Placement by cell class:
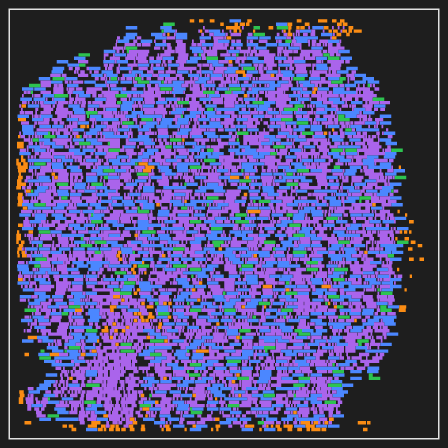
Placement density heat map:
The die is cut into 34 by 34 equal tiles; black is low, pale yellow is high, 0 to 100% covered.
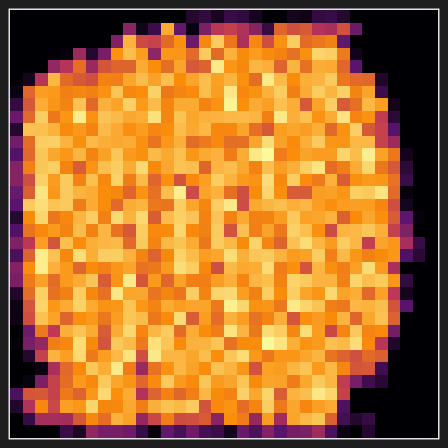
Where the registers sit:
Other sequential cells in the stronger grey, the rest of the logic in the fainter grey.
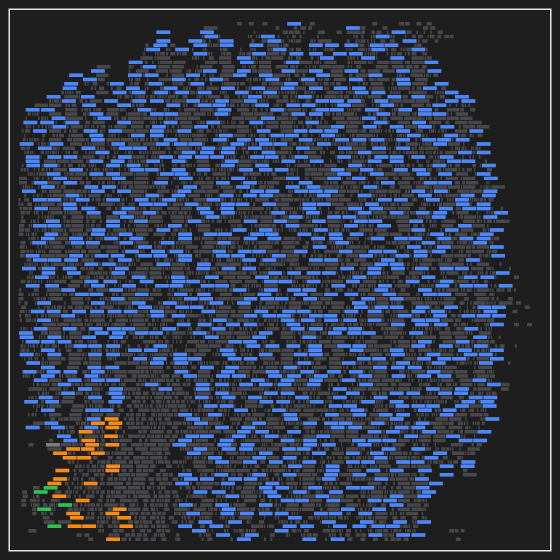
Track usage over the die:
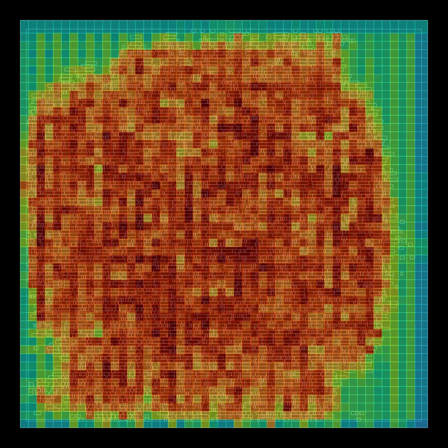
==> config.mk <==
export PLATFORM = sky130hd
export DESIGN_NAME = regfile_scoreboard
export DESIGN_NICKNAME = d
export VERILOG_FILES = /design/src/rtl/regfile_scoreboard.sv
export SDC_FILE = /design/constraint.sdc
export NUM_CORES = 2
export LEC_CHECK = 0
export CORE_MARGIN = 5
export CORE_UTILIZATION = 60
export DETAILED_ROUTE_END_ITERATION = 16
export PLACE_DENSITY = 0.78
export SLEW_MARGIN = 20
export SYNTH_ARGS = -nofsm -noshare
export SYNTH_HDL_FRONTEND = slang
export SYNTH_SLANG_ARGS = --single-unit
==> constraint.sdc <==
create_clock -name Clock -period 10.5 [get_ports Clock]
set_input_delay 1.575 -clock Clock [delete_from_list [all_inputs] [get_ports Clock]]
set_output_delay 1.575 -clock Clock [all_outputs]
set_load 0.05 [all_outputs]
==> src/rtl/regfile_scoreboard.sv <==
// ============================================================================
// Module   : regfile_scoreboard
// Purpose  : 2R/2W register file with pending-write scoreboard; optional
//            same-cycle write bypass when REGFILE_BYPASS_EN is defined.
// Revision : 1.0
// ============================================================================
`default_nettype none

module regfile_scoreboard #(
  parameter int unsigned N_BIT         = 32,
  parameter int unsigned REG_ADDR_SIZE = 5,
  parameter int unsigned REG_ZERO      = 0,
  parameter int unsigned MAX_PEND      = 4
) (
  input  logic                     Clock,
  input  logic                     nReset,
  input  logic [REG_ADDR_SIZE-1:0] raddr1,
  input  logic [REG_ADDR_SIZE-1:0] raddr2,
  output logic [N_BIT-1:0]         rdata1,
  output logic [N_BIT-1:0]         rdata2,
  output logic                     rbusy1,
  output logic                     rbusy2,
  input  logic [REG_ADDR_SIZE-1:0] waddr,
  input  logic [N_BIT-1:0]         wdata,
  input  logic                     reg_write,
  input  logic [REG_ADDR_SIZE-1:0] lwaddr,
  input  logic [N_BIT-1:0]         lwdata,
  input  logic                     lreg_write,
  input  logic [REG_ADDR_SIZE-1:0] rsv_addr,
  input  logic                     rsv_valid,
  output logic                     rsv_ready,
  output logic [REG_ADDR_SIZE-1:0] pend_count,
  output logic                     wr_conflict
);

  localparam int unsigned                c_NREG     = 2**REG_ADDR_SIZE;
  localparam logic [REG_ADDR_SIZE-1:0]   c_ZERO     = REG_ADDR_SIZE'(REG_ZERO);
  localparam logic [REG_ADDR_SIZE-1:0]   c_MAX_PEND = REG_ADDR_SIZE'(MAX_PEND);

  logic [N_BIT-1:0]         mem_q [c_NREG];
  logic [c_NREG-1:0]        pend_q, pend_d;
  logic [REG_ADDR_SIZE-1:0] cnt_q, cnt_d;
  logic                     conflict_q, conflict_d;

  logic w_lw_eff, w_clear, w_pw_req, w_pw_block, w_pw_eff;
  logic w_slot, w_free, w_accept;

  assign w_lw_eff   = lreg_write && (lwaddr != c_ZERO);
  assign w_clear    = w_lw_eff && pend_q[lwaddr];
  assign w_pw_req   = reg_write && (waddr != c_ZERO);
  // A primary write loses to both an outstanding reservation and a same-address long write
  assign w_pw_block = pend_q[waddr] || (lreg_write && (lwaddr == waddr));
  assign w_pw_eff   = w_pw_req && !w_pw_block;
  assign conflict_d = w_pw_req && w_pw_block;

  assign w_slot    = (cnt_q < c_MAX_PEND) || w_clear;
  assign w_free    = !pend_q[rsv_addr] || (lreg_write && (lwaddr == rsv_addr));
  assign rsv_ready = (rsv_addr == c_ZERO) || (w_slot && w_free);
  assign w_accept  = rsv_valid && rsv_ready && (rsv_addr != c_ZERO);

  // Reserve is applied after clear so a re-reservation keeps the bit set
  always_comb begin
    pend_d = pend_q;
    if (w_clear)  pend_d[lwaddr]   = 1'b0;
    if (w_accept) pend_d[rsv_addr] = 1'b1;
  end

  assign cnt_d = cnt_q + REG_ADDR_SIZE'(w_accept) - REG_ADDR_SIZE'(w_clear);

  always_ff @(posedge Clock or negedge nReset) begin
    if (!nReset) begin
      for (int i = 0; i < c_NREG; i++) mem_q[i] <= '0;
      pend_q     <= '0;
      cnt_q      <= '0;
      conflict_q <= 1'b0;
    end else begin
      if (w_pw_eff) mem_q[waddr]  <= wdata;
      if (w_lw_eff) mem_q[lwaddr] <= lwdata;
      pend_q     <= pend_d;
      cnt_q      <= cnt_d;
      conflict_q <= conflict_d;
    end
  end

  logic [1:0][REG_ADDR_SIZE-1:0] w_raddr;
  logic [1:0][N_BIT-1:0]         w_rdata;
  logic [1:0]                    w_rbusy;

  assign w_raddr = {raddr2, raddr1};

  for (genvar gi = 0; gi < 2; gi++) begin : g_rd
    logic [N_BIT-1:0] w_rd;
    logic             w_rb;
    always_comb begin
      w_rd = mem_q[w_raddr[gi]];
      w_rb = pend_q[w_raddr[gi]];
`ifdef REGFILE_BYPASS_EN
      if (w_pw_eff && (waddr == w_raddr[gi])) w_rd = wdata;
      if (w_lw_eff && (lwaddr == w_raddr[gi])) begin
        w_rd = lwdata;
        if (!(w_accept && (rsv_addr == w_raddr[gi]))) w_rb = 1'b0;
      end
`endif
      if (w_raddr[gi] == c_ZERO) begin
        w_rd = '0;
        w_rb = 1'b0;
      end
    end
    assign w_rdata[gi] = w_rd;
    assign w_rbusy[gi] = w_rb;
  end

  assign rdata1      = w_rdata[0];
  assign rdata2      = w_rdata[1];
  assign rbusy1      = w_rbusy[0];
  assign rbusy2      = w_rbusy[1];
  assign pend_count  = cnt_q;
  assign wr_conflict = conflict_q;

endmodule

`default_nettype wire
==> results.py <==
# Synthesis and PnR figures
metrics = {
    "yosys": {
        "ff_type": "dfrtp_1",
        "synthSimpleGateAreaFrac": 0.141,
        "synth.top_cell.area_share": 0.402,
        "fa_ha_area_frac": 0.00163,
        "yosysWarnings": 0,
        "edf_count": 0,
        "synth_area_um2": 66100,
        "yosys-stat-cells": 6546,
        "async_flop_share": 1.00,
        "synth_seq_share": 0.402,
        "synth_xor_xnor_area_share": 0.00172,
        "ys_ff": 1062,
        "yosys.area_share.aoi": 0.102,
        "synth_cell_types": 60,
        "fp_nets": 6648,
        "top_area_cell": "dfrtp_1",
        "mux_share": 0.300,
    },
    "global_routing": {
        "grt_pass1_wl_um": 372000,
        "grt-ovfl-total": 0,
        "grt_pass1_vias": 57500,
        "grt_use_met1": 0.516,
        "antenna_found_initial": 16,
    },
    "timing": {
        "fmax_mhz": 135,
        "setup_ws_ns": 3.08,
        "skew_ns": 0.0422,
        "fin_crit_sh": 0.707,
        "grt_setup_unrepaired": "false",
        "worstMarginPinSlew_ns": 1.28,
        "drv_slew": 0,
        "slew_headroom": 0.144,
        "finalHoldViolations": 0,
        "finalSetupTns_ns": 0,
    },
    "critical_path": {
        "critPathBufInv": 2,
        "setup.worst_path.start": "lwaddr[4]",
        "r2r_slack_ns": 6.06,
        "critPathCaptureType": "primary output",
        "required_ns": 8.93,
        "cp_top_family": "simple AND/OR/NAND/NOR gates",
        "reg2reg_from": "pend_q[11]$_DFF_PN0_",
        "cp.depth": 8,
        "cpMaxStageDelayCell": "clkdlybuf4s50_1",
        "arrival_ns": 5.85,
        "crit_type": "in2out",
        "crit_chain": "clkdlybuf4s50_1, nor3_2, nand2_4, and2_1, o2bb2ai_1, o32ai_2, nand2_1, clkdlybuf4s50_1",
        "max_stage_delay_ns": 0.77,
        "cp_max_fo": 62,
        "critPathCapture": "rsv_ready",
        "r2r_cells": 7,
    },
    "cells_and_area": {
        "lay_top_count": "nand2_1",
        "num-nets-final": 6229,
        "layout-drive-gt1-share": 0.181,
        "area_delta_synth_final_pct": 8.00,
    },
    "place": {
        "postPlaceCellArea_um2": 67600,
        "place.gp.congestion": 0.920,
        "io_buffer_count": 166,
        "place_worst_setup_slack_ns": 2.70,
        "hpwlAfterDp_um": 133000,
    },
    "route": {
        "drt-met1-wl_um": 78100,
        "viasPerCell": 7.52,
        "wl_met3_um": 44600,
        "top_layer_used": "met5",
        "drc": 0,
        "met2_length_um": 104000,
        "dr_total_vias": 58000,
        "routed_wl_um": 254000,
    },
    "cts": {
        "cts-root-buf": "clkbuf_16",
        "cts_tree": "done",
        "cts_inserted_buffers": 111,
        "cts_hold_buffers": 0,
        "cts_sinks": 1062,
        "cts.reportedPaths.clkPinSlew_ns": 0.06,
        "cts_resized": 0,
        "cts.path.max_buffers": 3,
        "cts_max_level": 3,
    },
    "outcome": {
        "status": "finished clean",
    },
    "floorplanning": {
        "die_h_um": 342,
        "io_pins": 167,
        "die_w_um": 342,
        "dieArea_um2": 117000,
        "rows": 121,
    },
    "worst_hold_path": {
        "min_from": "mem_q[1000]$_DFF_PN0_",
        "hp-class": "reg2reg",
        "whs_path_depth": 0,
    },
    "power_and_ir_drop": {
        "irDropWorstVdd_mv": 0.178,
        "p_per_area_nw_per_um2": 198,
        "total_leakage_power_nw": 32.0,
    },
    "run": {
        "warnings": 43,
        "maxCapViolCount": 0,
    },
}
About 'placement by cell class':
Green marks clock drivers and dummy loads, cells 208. Purple marks combinational and other logic, cells 4675. Orange marks other buffers and delay cells, cells 277. Blue marks flops, cells 1062.

About 'placement density heat map':
The fullest tile reaches 99%. 46% of the tiles are over 75% full. The mean over all tiles is 60%. 15% of the tiles are nearly empty.
Util after Layout: 0.654
core area: 109000 um2
fp_density: 0.605

About 'where the registers sit':
Orange marks pend_q, sequential cells 32, where bottom left. Blue marks mem_q, sequential cells 1024, where widely spread. Green marks pend_count, sequential cells 5, where bottom left.
Another 1 sequential cells are not coloured.

About 'track usage over the die':
WL/cell: 33.0 um
grt peak-use layer: met2
M2 GR Usage: 0.598
met3 Usage GRT: 0.194

## layout make-up
cell class	instances	area (um2)
antenna	14	35.0
timing repair buffer	277	2430
clock inverter	37	514
inverter	9	33.8
fill	8058	37800
sequential	1062	26600
clock buffer	171	3340
tap	1476	1850
multi-input combinational	4666	36600
## power by group
group | switching [mW] | leakage (nW) | internal, mW | total, mW
Sequential | 0.822 | 13.0 | 5.13 | 5.95
Clock | 1.81 | 1.88 | 2.43 | 4.25
Combinational | 1.91 | 17.0 | 1.99 | 3.90
Total | 4.54 | 32.0 | 9.56 | 14.1
## through the flow
stage                     utilization  instances  hold slack (ns)
final                           0.654       7712            0.394
after global routing            0.654       7703            0.406
after global placement          0.620       7487            0.376
after floorplan                     -       6546            0.441
after detailed placement        0.619       7487            0.383
after CTS                       0.654       7695            0.397
## Yosys cell counts, types with 7 or more instances
| cell | n |
|---|---|
| a21oi_1 | 272 |
| a22oi_1 | 66 |
| a31oi_1 | 528 |
| and3_1 | 7 |
| buf_1 | 72 |
| buf_2 | 110 |
| buf_4 | 7 |
| buf_6 | 21 |
| clkbuf_1 | 599 |
| dfrtp_1 | 1062 |
| ha_1 | 7 |
| inv_1 | 9 |
| mux2_2 | 9 |
| mux2i_1 | 467 |
| mux4_2 | 667 |
| nand2_1 | 1423 |
| nand3_1 | 48 |
| nand3b_1 | 8 |
| nand4_1 | 8 |
| nor2_1 | 776 |
| nor3_1 | 10 |
| nor3_2 | 14 |
| o211ai_1 | 27 |
| o21ai_0 | 44 |
| o21ai_1 | 152 |
| o31ai_1 | 17 |
| or3_1 | 15 |
| xor2_1 | 10 |
## state kept, by name, indices dropped and copies added (netlist names)
register,count
wr_conflict,1
mem_q,1024
pend_q,32
pend_count,5
Power and IR drop assume default switching activity.
